File: config.mk
export PLATFORM = sky130hd
export DESIGN_NAME = alu_cmd_driver
export DESIGN_NICKNAME = d
export VERILOG_FILES = /design/src/rtl/alu_cmd_driver.sv
export SDC_FILE = /design/constraint.sdc
export NUM_CORES = 1
export LEC_CHECK = 0
export CAP_MARGIN = 30
export CORE_MARGIN = 5
export CORE_UTILIZATION = 40
export CTS_BUF_LIST = sky130_fd_sc_hd__clkbuf_8
export DETAILED_ROUTE_END_ITERATION = 16
export GPL_ROUTABILITY_DRIVEN = 0
export PLACE_DENSITY = 0.73
export SYNTH_ARGS = -nofsm -noshare
export SYNTH_HDL_FRONTEND = slang
export SYNTH_SLANG_ARGS = --single-unit
File: constraint.sdc
create_clock -name CLK -period 1.6 [get_ports CLK]
set_clock_uncertainty 0.1 [all_clocks]
set_input_delay 0.16 -clock CLK [delete_from_list [all_inputs] [get_ports CLK]]
set_output_delay 0.16 -clock CLK [all_outputs]
set_load 0.01 [all_outputs]
File: src/rtl/alu_cmd_driver.sv
// Initiator for the 8-pin ALU: packs {op,b,a} into the ALU input word, waits the
// ALU latency, captures the output word and returns it on a valid/ready response port.
module alu_cmd_driver #(
  parameter int unsigned ALU_LAT   = 1,
  parameter logic [7:0]  IDLE_WORD = 8'h00
) (
  input  logic       CLK,
  input  logic       rst,
  input  logic       cmd_valid,
  output logic       cmd_ready,
  input  logic [1:0] cmd_op,
  input  logic [2:0] cmd_a,
  input  logic [2:0] cmd_b,
  output logic [7:0] alu_in,
  input  logic [7:0] alu_out,
  output logic       rsp_valid,
  input  logic       rsp_ready,
  output logic [5:0] rsp_result,
  output logic [1:0] rsp_op,
  output logic       rsp_err,
  output logic       rsp_divz,
  output logic       busy
);

  localparam logic [3:0] LAT = 4'(ALU_LAT);

  typedef enum logic [1:0] {S_IDLE, S_WAIT, S_RESP} state_t;

  state_t     state_q, state_d;
  logic [3:0] cnt_q, cnt_d;
  logic [1:0] op_q, op_d;
  logic [2:0] b_q, b_d;
  logic [7:0] alu_in_q, alu_in_d;
  logic [5:0] result_q, result_d;
  logic [1:0] rop_q, rop_d;
  logic       err_q, err_d;
  logic       divz_q, divz_d;

  assign cmd_ready  = (state_q == S_IDLE) & ~rst;
  assign busy       = (state_q != S_IDLE);
  assign rsp_valid  = (state_q == S_RESP);
  assign alu_in     = alu_in_q;
  assign rsp_result = result_q;
  assign rsp_op     = rop_q;
  assign rsp_err    = err_q;
  assign rsp_divz   = divz_q;

  always_comb begin
    state_d  = state_q;
    cnt_d    = cnt_q;
    op_d     = op_q;
    b_d      = b_q;
    alu_in_d = alu_in_q;
    result_d = result_q;
    rop_d    = rop_q;
    err_d    = err_q;
    divz_d   = divz_q;
    case (state_q)
      S_IDLE: begin
        if (cmd_valid && cmd_ready) begin
          op_d     = cmd_op;
          b_d      = cmd_b;
          alu_in_d = {cmd_op, cmd_b, cmd_a};
          cnt_d    = LAT;
          state_d  = S_WAIT;
        end
      end
      S_WAIT: begin
        if (cnt_q != 4'd0) begin
          cnt_d = cnt_q - 4'd1;
        end else begin
          // Error check uses the op latched at issue, never the live cmd_op.
          result_d = alu_out[5:0];
          rop_d    = alu_out[7:6];
          err_d    = (alu_out[7:6] != op_q);
          divz_d   = (op_q == 2'b11) && (b_q == 3'd0);
          state_d  = S_RESP;
        end
      end
      S_RESP: begin
        if (rsp_ready) state_d = S_IDLE;
      end
      default: state_d = S_IDLE;
    endcase
  end

  always_ff @(posedge CLK) begin
    if (rst) begin
      state_q  <= S_IDLE;
      cnt_q    <= 4'd0;
      op_q     <= 2'b00;
      b_q      <= 3'd0;
      alu_in_q <= IDLE_WORD;
      result_q <= 6'd0;
      rop_q    <= 2'b00;
      err_q    <= 1'b0;
      divz_q   <= 1'b0;
    end else begin
      state_q  <= state_d;
      cnt_q    <= cnt_d;
      op_q     <= op_d;
      b_q      <= b_d;
      alu_in_q <= alu_in_d;
      result_q <= result_d;
      rop_q    <= rop_d;
      err_q    <= err_d;
      divz_q   <= divz_d;
    end
  end

endmodule
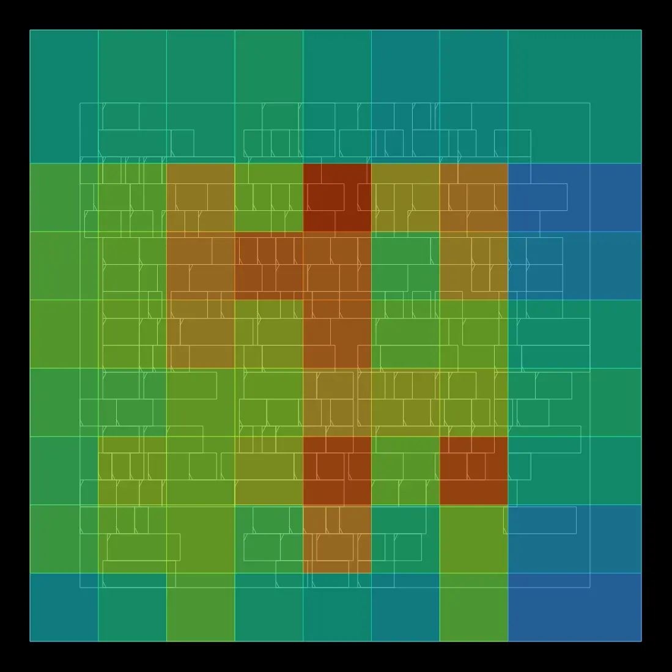
(run_1/congestion_map.png)
wire per inst: 14.0 um
GR Util met1: 0.186

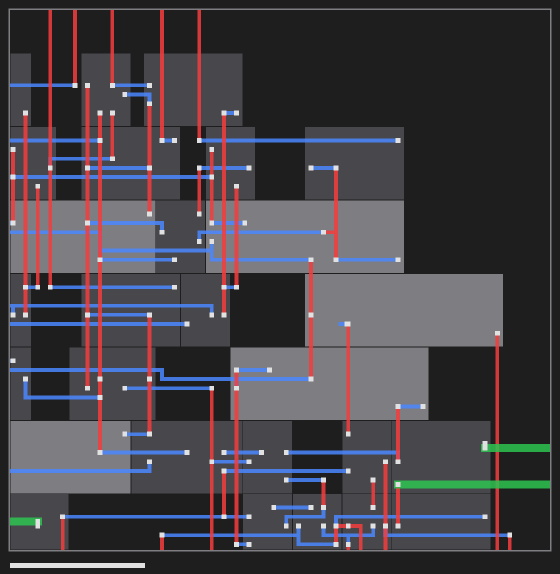
(run_1/closeup.png)
The bar under the picture is 5 um long. Region (36, 36) to (56, 56) um. Cells in gray, sequential cells in the stronger gray; small squares are vias.
Key: red = M2; green = M3; blue = M1
Sequential cells in the window: 5. Most frequent: clkdlybuf4s50_1 (6), dfxtp_1 (5), a21oi_1 (4). 23 logic cells have their middle in the window. Netlist names of flops here include rsp_result (5).

==> run notes, run 1 <==
run results: IO Count=just over 40, WL met2=roughly 1400 um, metal1 wirelength=1200 um, Top logic family=simple AND/OR/NAND/NOR gates, Num CTS Buffers=3, RR Startpoint=cnt_q[1], min Tclk post-route=approximately 1.5 ns, DR top layer=met4, Setup crit end=cnt_q[0], CP arrival=about 1.6 ns, clock group total power=~530 uW, number of global-route vias before repair=roughly 1100, status=completed, Final nets=194, combinational power share=0.320, area grow syn2layout=58.9%, Final Cycle Share=0.961, Power Density=1060 mW/mm2, Core Util at FP=0.425, Yosys cell types=35, die y size=between 60 and 70 um, Post-CTS Resized=5, number of buffers inserted by post-CTS setup repair=1, CP required=1.69 ns, yosys warning tally=0, ys flops=24, Pwr top=registers, slew at the pin closest to its max-slew limit=around 0.35 ns, Basic Gates by Area=0.265, die width=61.8 um, critical path startpoint category=flop, AO/OA Area Share=0.194, tap cells=30, First-pass DRT Iterations=4, Cell Count, Final, Fillers Out=202, Seq area share=0.283, yosys stat chip area=0.00107 mm2, first-pass GRT wire length=~4600 um, crit path max fanout=7, Routed Antenna Nets=0, Non-clk bufs=56, Multiplexer share=0, Flop area=around 480 um2, placed cell count=just under 200, Net Sw Power=slightly below 500 uW, CP endpoint kind=flop, CTS tree=built, Via density=around 5, Max Root-Sink Buffers=2
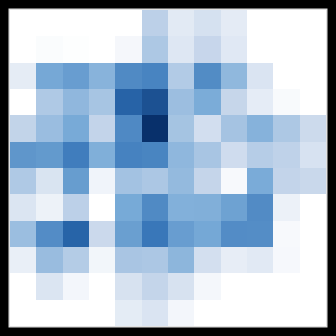
(run_1/route_heat.png)
The die is cut into 12 by 12 equal tiles; white is low, dark blue is high, scaled to the fullest tile. Values are wire area over tile area, all layers added.
26% of the tiles are nearly empty. 19% of the tiles are over half the peak. The fullest tile reaches 0.46.
Tot GR Track Use: 0.161
Post-Route WL: 2820 um

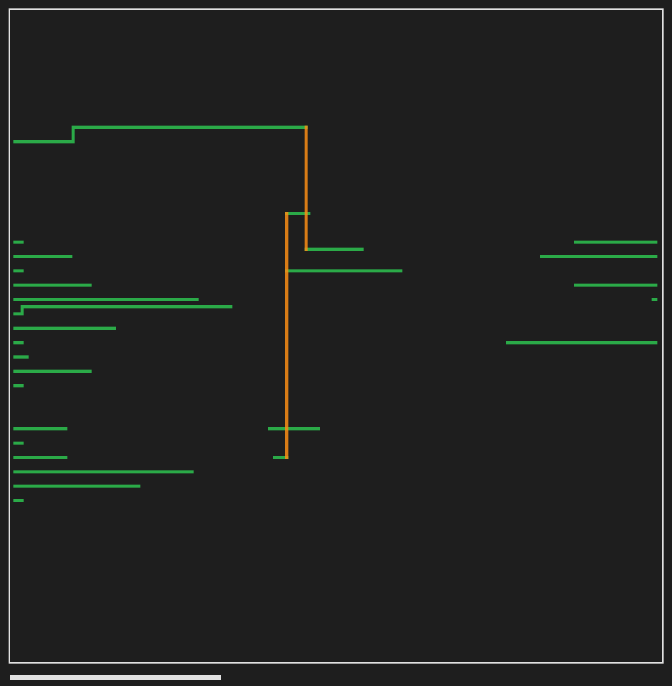
(run_1/layers.png)
The bar under the picture is 20 um long. Two of the layers only.
Key: green = M3 [wire length 204 um]; orange = M4 [wire length 34.7 um]
via count: 1041

run 1: metrics by stage:
stage	total power (uW)	worst slack, ns	hold WS (ns)	TNS, ns	util
floorplan	969	0.0933	0.175	0	-
global placement	1190	-0.0403	0.350	-0.162	0.619
detailed placement	1210	-0.137	0.365	-1.35	0.619
CTS	1750	0.00503	0.321	0	0.652
global route	1900	-0.000193	0.330	-0.000193	0.676
finish	1800	0.0628	0.319	0	0.676
run 1: cells by family (layout without fill, tap and decap cells):
family,Yosys count,in the layout
AOI/OAI and AO/OA,36,36
and+or+nand+nor,46,46
adders and majority gates,1,1
DFF,24,24
xor gates and xnor gates,2,2
buffers and inverters,12,63
run 1: synthesized netlist by cell type:
| library cell | count | share of area |
|---|---|---|
| ha_1 | 1 | 0.012 |
| inv_1 | 3 | 0.011 |
| or3b_4 | 1 | 0.011 |
| a21oi_1 | 11 | 0.051 |
| nor3_1 | 1 | 0.0047 |
| o21ai_1 | 16 | 0.075 |
| or4b_1 | 1 | 0.0093 |
| nand4b_1 | 1 | 0.0082 |
| nor2b_1 | 2 | 0.012 |
| nor3b_2 | 1 | 0.012 |
| xor2_1 | 2 | 0.016 |
| nand3_1 | 11 | 0.051 |
| a22oi_1 | 1 | 0.0070 |
| buf_2 | 5 | 0.023 |
| nor2_1 | 3 | 0.011 |
| a211oi_1 | 1 | 0.0070 |
| nand2_1 | 8 | 0.028 |
| a31oi_1 | 2 | 0.012 |
| buf_1 | 1 | 0.0035 |
| dfxtp_1 | 24 | 0.45 |
| o21ai_0 | 1 | 0.0047 |
| or3_1 | 1 | 0.0058 |
| nand4_1 | 1 | 0.0058 |
| o311ai_0 | 1 | 0.0082 |
| nor4b_1 | 1 | 0.0082 |
| nand3b_1 | 1 | 0.0070 |
| or2_2 | 1 | 0.0058 |
| buf_6 | 2 | 0.021 |
| a311oi_2 | 1 | 0.014 |
| nand2b_1 | 9 | 0.053 |
| a2111oi_0 | 1 | 0.0082 |
| buf_4 | 1 | 0.0070 |
| o211ai_1 | 1 | 0.0070 |
| nor4_1 | 2 | 0.012 |
| nor4b_4 | 1 | 0.022 |
run 1: how the worst min path moves through the flow:
stage / startpoint / to / depth (start not counted) / slack, ns
after floorplan: cmd_a[0] / alu_in[0] / 2 / 0.17
after global placement: alu_in[1] / alu_in[1] / 2 / 0.35
after detailed placement: alu_in[1] / alu_in[1] / 2 / 0.36
after CTS: cmd_b[0] / b_q[0] / 3 / 0.32
after global routing: cmd_a[2] / alu_in[2] / 3 / 0.33
final: cmd_b[0] / b_q[0] / 3 / 0.32
run 1: sequential cells by signal (all words and copies together), names as in the netlist:
register and count:
alu_in 4, b_q 2, cnt_q 4, op_q 2
rsp_divz 1, rsp_err 1, rsp_op 2, rsp_result 6
state_q 2
run 1: routing by layer:
| layer | up-vias | global-route usage |
|---|---|---|
| li1 | 535 | - |
| met2 | 28 | 0.274 |
| met5 | - | 0 |
| met1 | 473 | 0.186 |
| met3 | 5 | 0.0620 |
| met4 | 0 | 0.0545 |
run 1: worst max-delay path: stages (launching register included):
cell and delay [ns]:
dfxtp_2 0.33, inv_2 0.06, ha_4 0.14, or3b_4 0.44, buf_4 0.16, a311oi_2 0.23
==> run_1/m1.png <==
The bar under the picture is 20 um long.
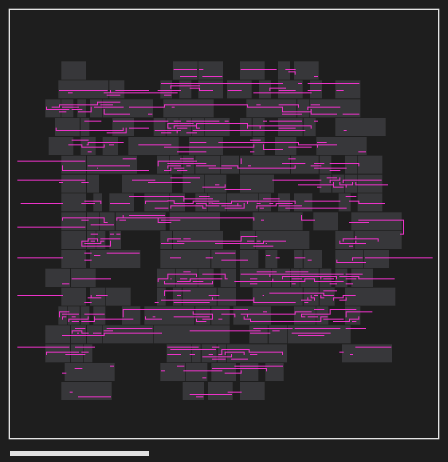

--- run 2 (diff from run 1) ---
--- a/config.mk
+++ b/config.mk
@@ -6,6 +6,7 @@
 export NUM_CORES = 1
 export LEC_CHECK = 0
 export CAP_MARGIN = 30
+export CORE_ASPECT_RATIO = 0.75
 export CORE_MARGIN = 5
 export CORE_UTILIZATION = 40
 export CTS_BUF_LIST = sky130_fd_sc_hd__clkbuf_8
==> constraint.sdc (replaced) <==
create_clock -name CLK -period 1.4 [get_ports CLK]
set_clock_uncertainty 0.1 [all_clocks]
set_input_delay 0.14 -clock CLK [delete_from_list [all_inputs] [get_ports CLK]]
set_output_delay 0.14 -clock CLK [all_outputs]
set_load 0.01 [all_outputs]
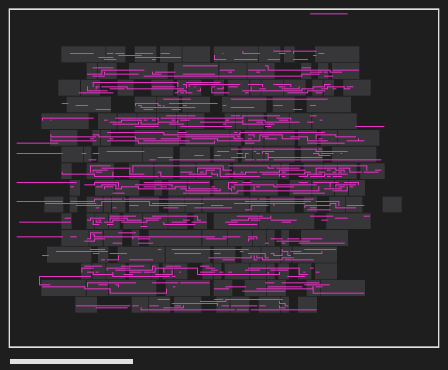
(run_2/m1.png)
The bar under the picture is 20 um long.
The longest straight run is 25.8 um. The layer carries 1660 um of wire. 186 nets have wire on it. The layer holds 44% of the routed length.
Post-Route WL: 3750 um
via count: 1162

==> run 2 against run 1 <==
Compared with the run above:
- the run now ends with negative setup slack left
- via count up 12%
- setup slack lost 0.21 ns
- non-clock buffer count rose by 5
- global-route usage up 2.9 points
- synthesized cell count did not move
- count of clock-buffer cells in the layout up 1
- sequential cell count unchanged
- clock power fell by about 10%
- largest power group unchanged
- highest routed layer unchanged
==> run notes, run 2 <==
run results: status=complete, but fails checks, failing checks=negative setup slack, ys flops=24 (unchanged), Worst Hold End=cnt_q[1], Final nets=200 (+3.1%), count leader, synth=dfxtp_1, CTS tree=built, crit path max fanout=5 (-2), pre-CTS setup slack=-0.211 ns (-0.0733 ns), Power Density=1100 mW/mm2 (+4.6%), yosys stat chip area=0.00107 mm2 (unchanged), wire per inst=17.5 um (+25%), CP endpoint kind=flop, CP arrival=1.65 ns (+0.03 ns), critical path startpoint category=flop, Final Setup Violations=14, final worst-path setup slack=-0.144 ns (-0.207 ns), IO Count=41 (unchanged), yosys warning tally=0 (unchanged), top cells by count=24 x dfxtp_1, 16 x o21ai_1, 11 x a21oi_1, 11 x nand3_1, 9 x nand2b_1
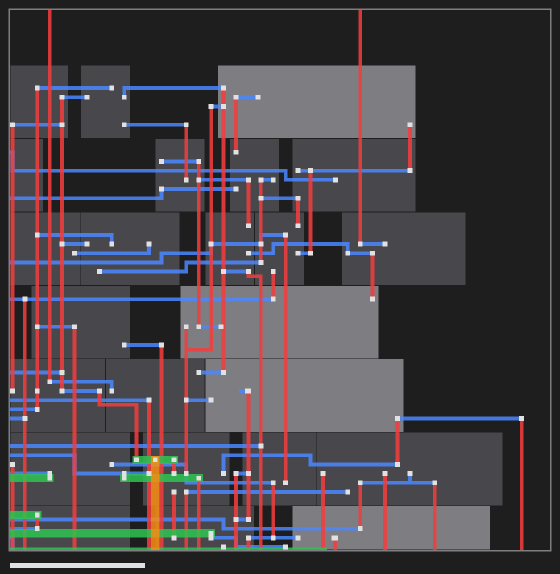
(run_2/closeup.png)
The bar under the picture is 5 um long. Region (42, 31) to (62, 51) um. Cells in gray, sequential cells in the stronger gray; small squares are vias.
Key: orange = M4; red = M2; green = M3; blue = M1
Netlist names of flops here include rsp_result (2). Sequential cells in the window: 4. 23 logic cells have their middle in the window. Most frequent: dfxtp_1 (4), clkdlybuf4s50_1 (4).

run 2: cell count changes in the layout (fill, tap and decap cells not counted), sizes merged:
cell           previous run  this run
dlygate4sd2               2        10
bufinv                    1         0
clkdlybuf4s15             1         0
or3b                      1         2
clkbuf                    3         5
buf                      16        23
clkdlybuf4s50            37        18
dlymetal6s2s              0         9
run 2: layer usage:
metal / vias to the layer above / track usage
met1: 579 / 0.244
met4: 0 / 0.0478
met5: - / 0
met3: 4 / 0.0385
li1: 543 / -
met2: 36 / 0.334
run 2: power breakdown:
part / total [uW] / leakage, uW / internal [uW] / switching [uW]
Combinational: 774 / 0.000623 / 387 / 387
Clock: 478 / 0.0000288 / 251 / 226
Sequential: 799 / 0.000199 / 752 / 47.6
Total: 2050 / 0.000850 / 1390 / 661
run 2: worst max-delay path by stage:
stage          slack (ns)  cells past startpoint      from  endpoint
5_1_grt             -0.23                      6  cnt_q[1]  rsp_divz
6_report            -0.14                      6  cnt_q[1]  rsp_divz
4_1_cts             -0.09                      5  cnt_q[0]  cnt_q[0]
2_1_floorplan       -0.04                      6  cnt_q[0]  rsp_divz
3_3_place_gp        -0.20                      4       rst  cnt_q[1]
3_5_place_dp        -0.21                      4       rst  cnt_q[3]
run 2: logic make-up (layout without fill, tap and decap cells):
logic type / after synthesis / after routing / synth area share
DFF: 24 / 24 / 0.448
buffers and inverters: 12 / 68 / 0.0653
AOI/OAI and AO/OA: 36 / 36 / 0.194
xor gates and xnor gates: 2 / 2 / 0.0163
and+or+nand+nor: 46 / 47 / 0.265
adders and majority gates: 1 / 1 / 0.0117
run 2: final cells by class:
type	count	area, um2	area share
Multi-Input combinational cell	86	667	0.359
Sequential cell	24	488	0.263
Inverter	3	11.3	0.00606
Tap cell	36	45.0	0.0242
Timing Repair Buffer	61	592	0.319
Clock buffer	4	55.1	0.0296
run 2: through the flow:
step,TNS (ns),utilization,cells
after floorplan,-0.296,-,121
after global placement,-2.38,0.621,203
after detailed placement,-3.02,0.621,203
after CTS,-0.427,0.670,210
after global routing,-2.42,0.719,214
final,-1.32,0.719,214
run 2: worst max-delay path: stages, from the launching register on:
cell     delay [ns]
dfxtp_2        0.34
inv_2          0.06
ha_4           0.15
nor3b_4        0.36
buf_6          0.16
nand4_1        0.13
a21oi_2        0.17
run 2: what timing repair did:
action,in CTS,in global routing
setup endpoints to repair,26,30
resized,39,31
buffers inserted,2,3
gates cloned,1,1
pin swaps,17,12
Power and IR drop assume default switching activity.
